Design hazard_scoreboard, sky130hd; sources not shown.
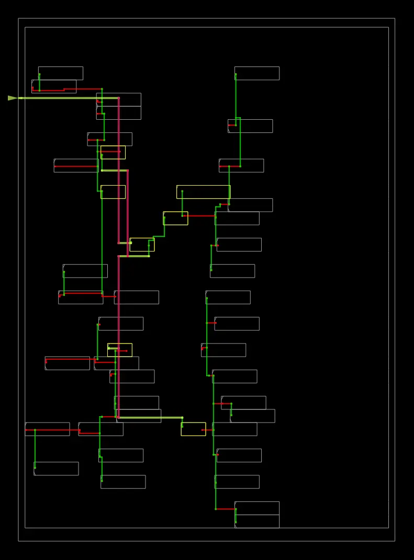
Run 1: the clock network
Clock Sinks: 38
clk_lat worst skew: 0.29 ns
Setup Skew: 0.009445 ns
CTS buffer count: 5
clkbuf count: 6

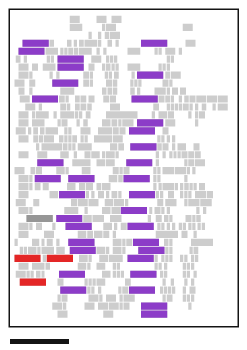
Run 1: sequential cells grouped by signal name
Bar = 20 um. Other sequential cells in the stronger gray, the rest of the logic in the fainter gray.
| signal | color | sequential cells |
|---|---|---|
| `rec` | purple | 34 |
| `mdCnt` | red | 3 |
not colored: 1
Seq/total area: 0.2483
Storage cell area: 950.9 um^2
fin util: 0.4942
P_seq: 414 uW

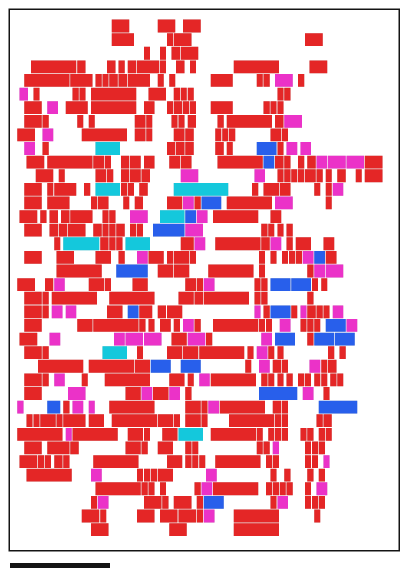
Run 1: sizing map
Bar = 20 um.
| size | color | cells |
|---|---|---|
| x6 and larger | cyan | 8 |
| x3 and x4 | blue | 21 |
| x1 and smaller | red | 390 |
| x2 | magenta | 64 |
worst setup margin: 0.8900 ns
P&R area growth vs syn: 19.48%

==> flow_metrics.env, run 1 <==
# physical design summary
export IMPL_status="finished, final reports clean"
export IMPL_hp_class="input pin to asynchronous set/reset pin"
export IMPL_period_needed_ns=4.210
export IMPL_pin_count=42
export IMPL_fp_dieH_um=107.9
export IMPL_most_common_layout_cells="105 x nand2_1, 78 x inv_1, 40 x clkdlybuf4s50_1"
export IMPL_tightest_slew_ns=0.8163
export IMPL_comb_power_share=0.392
export IMPL_ctsHoldBuffers=0
export IMPL_p_seq_frac=0.375
export IMPL_lay_top_count="nand2_1"
export IMPL_yosysWarnings=6
export IMPL_rr_worst_depth=16
export IMPL_synth_area_um2=3206
export IMPL_row_count=38
export IMPL_max_cap_violations=0
export IMPL_report_final_slew_viol_count=0
export IMPL_ant_nets=0
export IMPL_startpoint_type="input pin"
export IMPL_syn_avg_cell_area_um2=7.352
export IMPL_drt_first_iter_violations=82
export IMPL_fmax_mhz=237.5
export IMPL_h_tree_depth=2
export IMPL_arrival_ns=3.70
export IMPL_worstPathRequired_ns=4.59
export IMPL_swShare=0.3859
export IMPL_largest_reg_flops=34
export IMPL_cts_tree="done"
export IMPL_chipArea_um2=8381
export IMPL_core_area_um2=7750
export IMPL_firstDrtPassIters=4
export IMPL_post_route_period_util=0.8255
export IMPL_post_drt_wl_per_cell_um=11.87
export IMPL_finalNetCount=525
export IMPL_dpl_hpwl_um=5723
export IMPL_antenna_cells=0
export IMPL_power_density_nw_per_um2=287.8
export IMPL_place_congestion=0.8574
export IMPL_warnings=31
export IMPL_io_buffers=41
export IMPL_holdWs_ns=0.3010
export IMPL_drcViolationCount=0
export IMPL_endpoint_kind="output pin"
export IMPL_fin_tns_setup_ns=0
export IMPL_critical_path_class="input pin to output pin"
export IMPL_fp_util=0.4136
export IMPL_drive_gt1_frac=0.1925
export IMPL_clock_path_buffers=2
export IMPL_p_clk_frac=0.232
export IMPL_hold_viol=0
export IMPL_intPower_uw=676.9
export IMPL_viasPerCell=4.655
export IMPL_rsz0062_at_grt="false"
export IMPL_preCtsSetupSlack_ns=0.8984
export IMPL_cts_repair_resized=0
export IMPL_ir_drop_mv=0.2349
export IMPL_dieWidth_um=77.66
export IMPL_setup_viol_count_final=0
export IMPL_synth_cells=436
export IMPL_wirelength_um=6920
export IMPL_antenna_found_initial=0
export IMPL_slew_headroom=0.4558
export IMPL_power_leakage_nw=1.896
export IMPL_grt_use_total=0.1826
export IMPL_rrSetupSlack_ns=2.24
export IMPL_crit_fanout=6
export IMPL_grt_start_max_net_pins=39
export IMPL_path_clk_slew_ns=0.08
export IMPL_post_cts_setup_buffer_count=0
export IMPL_grt_pass1_vias=2693
export IMPL_p_switching_uw=425.4
export IMPL_p_total_mw=1.102
export IMPL_grt_pass1_wl_um=11900
export IMPL_vias=2714
export IMPL_overflow=0
export IMPL_clockRootBuffer="clkbuf_8"
-- run 1: power by group through the flow --
stage / sequential (mW) / combinational [mW] / clock [mW]
after floorplan: 0.400 / 0.332 / 0
after global placement: 0.420 / 0.424 / 0
after detailed placement: 0.420 / 0.434 / 0
after CTS: 0.414 / 0.437 / 0.264
after global routing: 0.423 / 0.483 / 0.274
final: 0.414 / 0.432 / 0.256
-- run 1: area by class of cell --
type	instances	area, um^2
Fill cell	784	3920
Multi-Input combinational cell	307	1884
Sequential cell	38	950.9
Timing Repair Buffer	42	412.9
Inverter	89	344.1
Tap cell	100	125.1
Clock buffer	6	82.58
Clock inverter	1	30.03
-- run 1: worst max-delay path, stage by stage --
cell             delay (ns)
clkdlybuf4s50_1        0.53
xnor2_1                0.32
nand3_1                0.15
nor3_2                 0.26
nand3_1                0.11
nand2_1                0.08
nand2_1                0.06
inv_1                  0.05
ha_1                   0.24
a21oi_1                0.12
o21ai_0                0.09
nand3_1                0.08
inv_1                  0.09
nor2_8                 0.12
nand2_2                0.13
inv_2                  0.08
clkdlybuf4s50_1        0.66
-- run 1: per-layer routing --
layer | global-route usage | wire length, um
met1 | 0.1809 | 2631
met3 | 0.01780 | 138
met4 | 0.07278 | 165
met5 | 0 | 0
met2 | 0.3774 | 3986
-- run 1: through the flow --
stage	area (um^2)	cells
floorplan	3209	437
global placement	3717	576
detailed placement	3717	576
CTS	3830	583
global route	3830	583
finish	3830	583
==> inputs of run 2 (changes only) <==
- clock period: 5.1 -> 4.2 ns (I/O delays scaled with it)
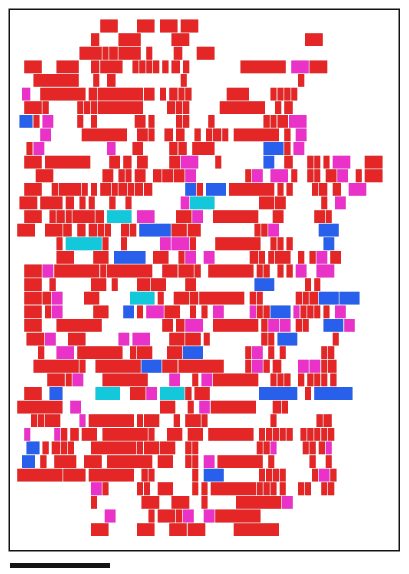
Run 2: sizing map
Bar = 20 um.
| size | color | cells |
|---|---|---|
| x3 and x4 | blue | 24 |
| x6 and larger | cyan | 6 |
| x2 | magenta | 66 |
| x1 and smaller | red | 387 |
non-clock buffer count: 42
cell area after layout: 3789 um^2

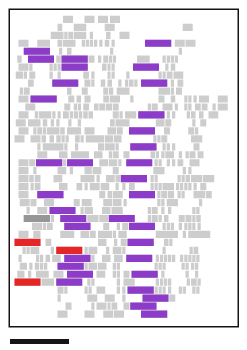
Run 2: sequential cells grouped by signal name
Bar = 20 um. Other sequential cells in the stronger gray, the rest of the logic in the fainter gray.
| signal | color | sequential cells |
|---|---|---|
| `mdCnt` | red | 3 |
| `rec` | purple | 34 |
not colored: 1
fin util: 0.4889
P_seq: 502 uW
Seq/total area: 0.2510

==> run 2 against run 1 <==
Net effect: non-clock buffer count unchanged; critical endpoint unchanged; flip-flop count unchanged; critical path type unchanged; synthesized cell count did not move; sequential share of layout area up 0.27 points; cell count is the same; clock-buffer cell count fell by 1; critical path depth unchanged; setup slack got worse by 0.25 ns.
==> flow_metrics.env, run 2 <==
# physical design summary
export IMPL_fp_dieH_um=107.9
export IMPL_period_needed_ns=3.563
export IMPL_hp_class="input pin to asynchronous set/reset pin"
export IMPL_fp_util=0.4136
export IMPL_drive_gt1_frac=0.1988
export IMPL_overflow=0
export IMPL_logic_area_um2=1884
export IMPL_core_area_um2=7750
export IMPL_arrival_ns=3.14
export IMPL_slew_headroom=0.4404
export IMPL_endpoint_kind="output pin"
export IMPL_h_tree_depth=2
export IMPL_crit_fanout=6
export IMPL_hold_viol=0
export IMPL_startpoint_type="input pin"
export IMPL_report_final_slew_viol_count=0
export IMPL_fillCellCount=783
export IMPL_ctsHoldBuffers=0
export IMPL_place_congestion=0.8361
export IMPL_cts_tree="done"
export IMPL_pin_count=42
export IMPL_drt_first_iter_violations=64
export IMPL_syn_avg_cell_area_um2=7.352
export IMPL_clock_sinks=38
export IMPL_post_route_period_util=0.8482
export IMPL_warnings=31
export IMPL_ant_nets=0
export IMPL_finalNetCount=525
export IMPL_skew_ns=0.006700
export IMPL_worstPathRequired_ns=3.78
export IMPL_grt_pass1_wl_um=12040
export IMPL_power_leakage_nw=1.885
export IMPL_post_drt_wl_per_cell_um=12.01
export IMPL_rr_worst_depth=16
export IMPL_fmax_mhz=280.7
export IMPL_max_cap_violations=0
export IMPL_viasPerCell=4.722
export IMPL_dieWidth_um=77.66
export IMPL_power_density_nw_per_um2=332.0
export IMPL_setup_viol_count_final=0
export IMPL_path_clk_slew_ns=0.07
export IMPL_status="finished, final reports clean"
export IMPL_fin_tns_setup_ns=0
export IMPL_clockRootBuffer="clkbuf_8"
export IMPL_rsz0062_at_grt="false"
export IMPL_drcViolationCount=0
export IMPL_tightest_slew_ns=0.8394
export IMPL_preCtsSetupSlack_ns=0.6580
export IMPL_grt_start_max_net_pins=39
export IMPL_firstDrtPassIters=4
export IMPL_vias=2753
export IMPL_syn2layout_area_growth_pct=18.19
export IMPL_clock_path_buffers=2
export IMPL_lay_top_count="nand2_1"
export IMPL_cts_repair_resized=0
export IMPL_dpl_hpwl_um=5724
export IMPL_seq_area_um2=950.9
export IMPL_grt_pass1_vias=2723
export IMPL_synth_area_um2=3206
export IMPL_critical_path_class="input pin to output pin"
export IMPL_wirelength_um=6999
export IMPL_grt_use_total=0.1843
export IMPL_cts_made_buffers=5
export IMPL_yosysWarnings=6
export IMPL_clkLatencyLatePin_ns=0.28
export IMPL_ir_drop_mv=0.3026
export IMPL_chipArea_um2=8381
export IMPL_io_buffers=41
export IMPL_synth_cells=436
export IMPL_most_common_layout_cells="105 x nand2_1, 78 x inv_1, 38 x dfrtp_1"
export IMPL_worst_slack_ns=0.6374
export IMPL_antenna_found_initial=0
export IMPL_largest_reg_flops=34
export IMPL_antenna_cells=0
export IMPL_row_count=38
export IMPL_post_cts_setup_buffer_count=0
export IMPL_rrSetupSlack_ns=1.32
-- run 2: area by class of cell --
cell class	instances	share of cell area
well taps	100	0.03303
flip-flops and latches	38	0.2510
multi-input cells	307	0.4974
clock buffers	5	0.01816
clock inverters	2	0.002642
repair buffers	42	0.1070
inverters	89	0.09082
-- run 2: routing by layer --
metal | global-route usage | wire, um
met5 | 0 | 0
met4 | 0.07817 | 200
met3 | 0.02627 | 184
met2 | 0.3685 | 3933
met1 | 0.1860 | 2680
-- run 2: where the power goes --
part	switching, mW	internal (mW)
Combinational	0.318	0.206
Sequential	0.0783	0.424
Clock	0.121	0.111
-- run 2: critical path: stages --
cell and delay [ns]:
clkdlybuf4s50_1 0.53, xnor2_1 0.32, nand3_1 0.15, nor3_2 0.27
nand3_1 0.11, nand2_1 0.09, nand2_1 0.07, inv_1 0.06
ha_1 0.24, a21oi_1 0.13, o21ai_0 0.10, nand3_1 0.09
inv_1 0.11, nor2_8 0.10, nand2_2 0.13, inv_2 0.08
buf_4 0.15
-- run 2: metrics by stage --
stage,util,hold slack [ns],instance area [um^2],cells,power (mW)
floorplan,-,0.1244,3209,437,0.8888
global placement,0.4787,0.4180,3710,576,1.022
finish,0.4889,0.2332,3789,583,1.258
global route,0.4889,0.3025,3789,583,1.358
CTS,0.4889,0.2640,3789,583,1.273
detailed placement,0.4787,0.4199,3710,576,1.038
Power and IR drop assume default switching activity.
